$ cat config.mk
export PLATFORM = sky130hd
export DESIGN_NAME = bbs_stream_generator
export DESIGN_NICKNAME = d
export VERILOG_FILES = /design/src/rtl/bbs_stream_generator_pkg.sv /design/src/rtl/bbs_serial_squarer.sv /design/src/rtl/bbs_stream_generator.sv
export SDC_FILE = /design/constraint.sdc
export NUM_CORES = 1
export LEC_CHECK = 0
export CORE_MARGIN = 4
export CORE_UTILIZATION = 40
export DETAILED_ROUTE_END_ITERATION = 6
export PLACE_DENSITY = 0.61
export SLEW_MARGIN = 25
export SYNTH_ARGS = -nofsm -noshare
export SYNTH_HDL_FRONTEND = slang
export SYNTH_SLANG_ARGS = --single-unit
$ cat constraint.sdc
create_clock -name clk -period 5.56 [get_ports clk]
set_input_delay 1.112 -clock clk [delete_from_list [all_inputs] [get_ports clk]]
set_output_delay 1.112 -clock clk [all_outputs]
set_load 0.02 [all_outputs]
$ cat src/rtl/bbs_stream_generator_pkg.sv
// Shared definitions for the Blum-Blum-Shub stream generator family.
// FSM state encodings are plain constants so older blocks can reuse them unchanged.
package bbs_stream_generator_pkg;

    typedef logic [1:0] bbs_state_t;

    localparam bbs_state_t ST_IDLE   = 2'd0;
    localparam bbs_state_t ST_SQUARE = 2'd1;
    localparam bbs_state_t ST_STALL  = 2'd2;

endpackage

$ cat src/rtl/bbs_serial_squarer.sv
// Bit-serial modular squarer: x^2 mod MOD, one multiplier bit per cycle, MSB first.
// done_o is high in the last step cycle; result_o is valid during that cycle.
module bbs_serial_squarer
    import bbs_stream_generator_pkg::*;
#(
    parameter int unsigned WIDTH = 16,
    parameter int unsigned MOD   = 40633
) (
    input  logic             clk,
    input  logic             rst_ni,
    input  logic             start_i,
    input  logic [WIDTH-1:0] x_i,
    output logic             busy_o,
    output logic             done_o,
    output logic [WIDTH-1:0] result_o
);

    localparam int unsigned    IDX_W = (WIDTH > 1) ? $clog2(WIDTH) : 1;
    localparam logic [WIDTH:0] MOD_W = (WIDTH+1)'(MOD);

    logic [WIDTH:0]   acc_q, acc_d;
    logic [IDX_W-1:0] idx_q, idx_d;
    logic             busy_q, busy_d;

    logic [WIDTH:0]   dbl, dbl_red, sum, sum_red, step;

    // Operands always stay below MOD, so a single conditional subtract reduces each sum.
    always_comb begin
        dbl     = acc_q + acc_q;
        dbl_red = (dbl >= MOD_W) ? (dbl - MOD_W) : dbl;
        sum     = dbl_red + {1'b0, x_i};
        sum_red = (sum >= MOD_W) ? (sum - MOD_W) : sum;
        step    = x_i[idx_q] ? sum_red : dbl_red;
    end

    always_comb begin
        acc_d  = acc_q;
        idx_d  = idx_q;
        busy_d = busy_q;
        if (start_i) begin
            acc_d  = '0;
            idx_d  = IDX_W'(WIDTH - 1);
            busy_d = 1'b1;
        end else if (busy_q) begin
            acc_d = step;
            idx_d = idx_q - 1'b1;
            if (idx_q == '0) begin
                busy_d = 1'b0;
            end
        end
    end

    always_ff @(posedge clk) begin
        if (!rst_ni) begin
            acc_q  <= '0;
            idx_q  <= '0;
            busy_q <= 1'b0;
        end else begin
            acc_q  <= acc_d;
            idx_q  <= idx_d;
            busy_q <= busy_d;
        end
    end

    assign busy_o   = busy_q;
    assign done_o   = busy_q && (idx_q == '0);
    assign result_o = step[WIDTH-1:0];

endmodule

$ cat src/rtl/bbs_stream_generator.sv
// Blum-Blum-Shub random word generator: FSM, seed check, bit packer and output handshake.
// Define BBS_PARITY_EN to extract the XOR of all state bits instead of the state LSB.
module bbs_stream_generator
    import bbs_stream_generator_pkg::*;
#(
    parameter int unsigned WIDTH    = 16,
    parameter int unsigned MOD      = 40633,
    parameter int unsigned OUT_BITS = 8
) (
    input  logic                clk,
    input  logic                reset,
    input  logic [WIDTH-1:0]    seed,
    input  logic                seed_valid,
    output logic                seed_ready,
    output logic                seed_err,
    input  logic                stop,
    output logic [WIDTH-1:0]    x_out,
    output logic                x_strobe,
    output logic [OUT_BITS-1:0] out_data,
    output logic                out_valid,
    input  logic                out_ready
);

    localparam int unsigned    CNT_W = $clog2(OUT_BITS) + 1;
    localparam logic [WIDTH:0] MOD_W = (WIDTH+1)'(MOD);

    bbs_state_t          state_q, state_d;
    logic [WIDTH-1:0]    x_q, x_d;
    logic                x_strobe_q, x_strobe_d;
    logic                seed_err_q, seed_err_d;
    logic [OUT_BITS-1:0] out_data_q, out_data_d;
    logic                out_valid_q, out_valid_d;
    logic [OUT_BITS-1:0] part_q, part_d;
    logic [CNT_W-1:0]    cnt_q, cnt_d;

    logic                sq_start;
    logic                sq_busy;
    logic                sq_done;
    logic                sq_finish;
    logic [WIDTH-1:0]    sq_result;
    logic                new_bit;
    logic [OUT_BITS-1:0] next_word;
    logic                word_done;
    logic                transfer;
    logic                seed_ok;

    bbs_serial_squarer #(
        .WIDTH (WIDTH),
        .MOD   (MOD)
    ) u_squarer (
        .clk      (clk),
        .rst_ni   (reset),
        .start_i  (sq_start),
        .x_i      (x_q),
        .busy_o   (sq_busy),
        .done_o   (sq_done),
        .result_o (sq_result)
    );

`ifdef BBS_PARITY_EN
    assign new_bit = ^sq_result;
`else
    assign new_bit = sq_result[0];
`endif

    assign sq_finish = sq_busy & sq_done;
    assign next_word = OUT_BITS'({part_q, new_bit});
    assign word_done = (cnt_q == CNT_W'(OUT_BITS - 1));
    assign transfer  = out_valid_q & out_ready;
    assign seed_ok   = ({1'b0, seed} > (WIDTH+1)'(1)) && ({1'b0, seed} < MOD_W);

    always_comb begin
        state_d     = state_q;
        x_d         = x_q;
        x_strobe_d  = 1'b0;
        seed_err_d  = 1'b0;
        out_data_d  = out_data_q;
        out_valid_d = out_valid_q;
        part_d      = part_q;
        cnt_d       = cnt_q;
        sq_start    = 1'b0;

        if (transfer) begin
            out_valid_d = 1'b0;
        end

        case (state_q)
            ST_IDLE: begin
                if (seed_valid) begin
                    if (seed_ok) begin
                        x_d      = seed;
                        part_d   = '0;
                        cnt_d    = '0;
                        sq_start = 1'b1;
                        state_d  = ST_SQUARE;
                    end else begin
                        seed_err_d = 1'b1;
                    end
                end
            end

            ST_SQUARE: begin
                if (sq_finish) begin
                    x_d        = sq_result;
                    x_strobe_d = 1'b1;
                    if (stop) begin
                        part_d  = '0;
                        cnt_d   = '0;
                        state_d = ST_IDLE;
                    end else if (word_done) begin
                        // Output register free (or emptied this cycle): load and keep squaring.
                        if (!out_valid_q || out_ready) begin
                            out_data_d  = next_word;
                            out_valid_d = 1'b1;
                            part_d      = '0;
                            cnt_d       = '0;
                            sq_start    = 1'b1;
                        end else begin
                            part_d  = next_word;
                            state_d = ST_STALL;
                        end
                    end else begin
                        part_d   = next_word;
                        cnt_d    = cnt_q + 1'b1;
                        sq_start = 1'b1;
                    end
                end
            end

            ST_STALL: begin
                if (stop) begin
                    part_d  = '0;
                    cnt_d   = '0;
                    state_d = ST_IDLE;
                end else if (out_ready) begin
                    out_data_d  = part_q;
                    out_valid_d = 1'b1;
                    part_d      = '0;
                    cnt_d       = '0;
                    sq_start    = 1'b1;
                    state_d     = ST_SQUARE;
                end
            end

            default: begin
                state_d = ST_IDLE;
            end
        endcase
    end

    always_ff @(posedge clk) begin
        if (!reset) begin
            state_q     <= ST_IDLE;
            x_q         <= '0;
            x_strobe_q  <= 1'b0;
            seed_err_q  <= 1'b0;
            out_data_q  <= '0;
            out_valid_q <= 1'b0;
            part_q      <= '0;
            cnt_q       <= '0;
        end else begin
            state_q     <= state_d;
            x_q         <= x_d;
            x_strobe_q  <= x_strobe_d;
            seed_err_q  <= seed_err_d;
            out_data_q  <= out_data_d;
            out_valid_q <= out_valid_d;
            part_q      <= part_d;
            cnt_q       <= cnt_d;
        end
    end

    assign seed_ready = (state_q == ST_IDLE);
    assign seed_err   = seed_err_q;
    assign x_out      = x_q;
    assign x_strobe   = x_strobe_q;
    assign out_data   = out_data_q;
    assign out_valid  = out_valid_q;

endmodule

==> images/layers.png <==
(2 px per um)
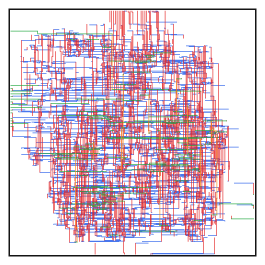
legend:
  red:
    layer: M2
    wire_length: 8,340 um
  orange:
    layer: M4
    wire_length: 334 um
  green:
    layer: M3
    wire_length: 1,190 um
  blue:
    layer: M1
    wire_length: 8,430 um
drt total wl: 18.3 mm
via count: 5,586
per-cell routed wire length: 19.8 um
all-layer global routing usage: 0.240

==> impl_metrics.toml <==
# flow metrics
[status]
status = "finished, final reports clean"

[yosys]
synth_area_per_cell_um2 = 7.72
ys_types = 74
xor_share = 0.0568
ys_cells = 679
yosys-stat-area_mm2 = 0.00524
syn_nets = 729
ys_ff = 62
topCellsByArea = "dfxtp_1 (24%), ha_1 (6.7%), o21ai_0 (5.1%), nand2_1 (4.6%), nor2_1 (4.1%)"
yosysTopAreaCell = "dfxtp_1"
synth-edff-count = 0

[timing]
timing.final.ws_setup_ns = 0.238
hold_viol = 0
slew_headroom = 0.405
setup_viol = 0

[grt]
met2_usage = 0.384
antenna_found_initial = 0
grt_pass1_vias = 5249
grt_pass1_wl_mm = 28.4
grt_max_degree = 57
globalRouteMet1Util = 0.339

[worst_setup_path]
startpoint = "u_squarer.acc_q[0]"
worstSetupEndpointType = "register"
crit_path_cell_trace = "inv_1 -> ha_1 -> and4b_1 -> o311a_1 -> or3_4 -> a21oi_2 -> clkinv_1 -> buf_4 -> o211ai_1 -> xnor2_1 -> ha_2 -> nor2b_1 -> a2111oi_0 -> and3_2 -> nor4_1 -> buf_4 -> o31ai_2 -> a2111oi_4 -> buf_6 -> nor2_4 -> mux2_1 -> a21oi_1 -> a21oi_1"
critPathMaxStageDelay_ns = 0.43
r2r-end = "x_out[8]"
crit_type = "register to register"

[power_and_ir_drop]
power.leakage_nw = 2.52
seqPwrFrac = 0.206
p_int_mw = 1.82
comb_power_share = 0.637
power_per_cell_area_mw_per_mm2 = 530

[drt]
drt_pre_antenna_iters = 5
wl_met1_mm = 8.43
vias_per_cell = 6.04
antenna_left = 0
wl_met2_mm = 8.34

[die]
dieArea_mm2 = 0.0150
die_w_um = 122
rows = 41
ios = 49

[clock_tree]
cts_setup_buffers = 0
cts_tree = "built"
clk_pin_slew_worst_paths_ns = 0.05

[final_layout]
num-multi-input-gates = 566
clk_share = 0.0444
comb_area_mm2 = 0.00395
fin_area_mm2 = 0.00657
drive_above_1_share = 0.133
nets = 798

[min_path]
holdPathEnd = "out_data[5]"

[placed_design]
place_area_mm2 = 0.00609
==> images/ff_map.png <==
(2 px per um) Other sequential cells in the stronger gray, the rest of the logic in the fainter gray.
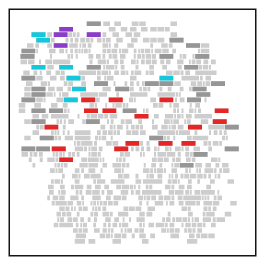
legend:
  cyan:
    signal: part_q
    sequential_cells: 8
    where: north-west
  red:
    signal: u_squarer.acc_q
    sequential_cells: 16
  purple:
    signal: cnt_q
    sequential_cells: 4
    where: north-west
register area: 0.00124 mm^2
fin util: 0.516
sequential fraction of total cell area: 0.189
seq pwr: 716 uW

Power and IR drop assume default switching activity.
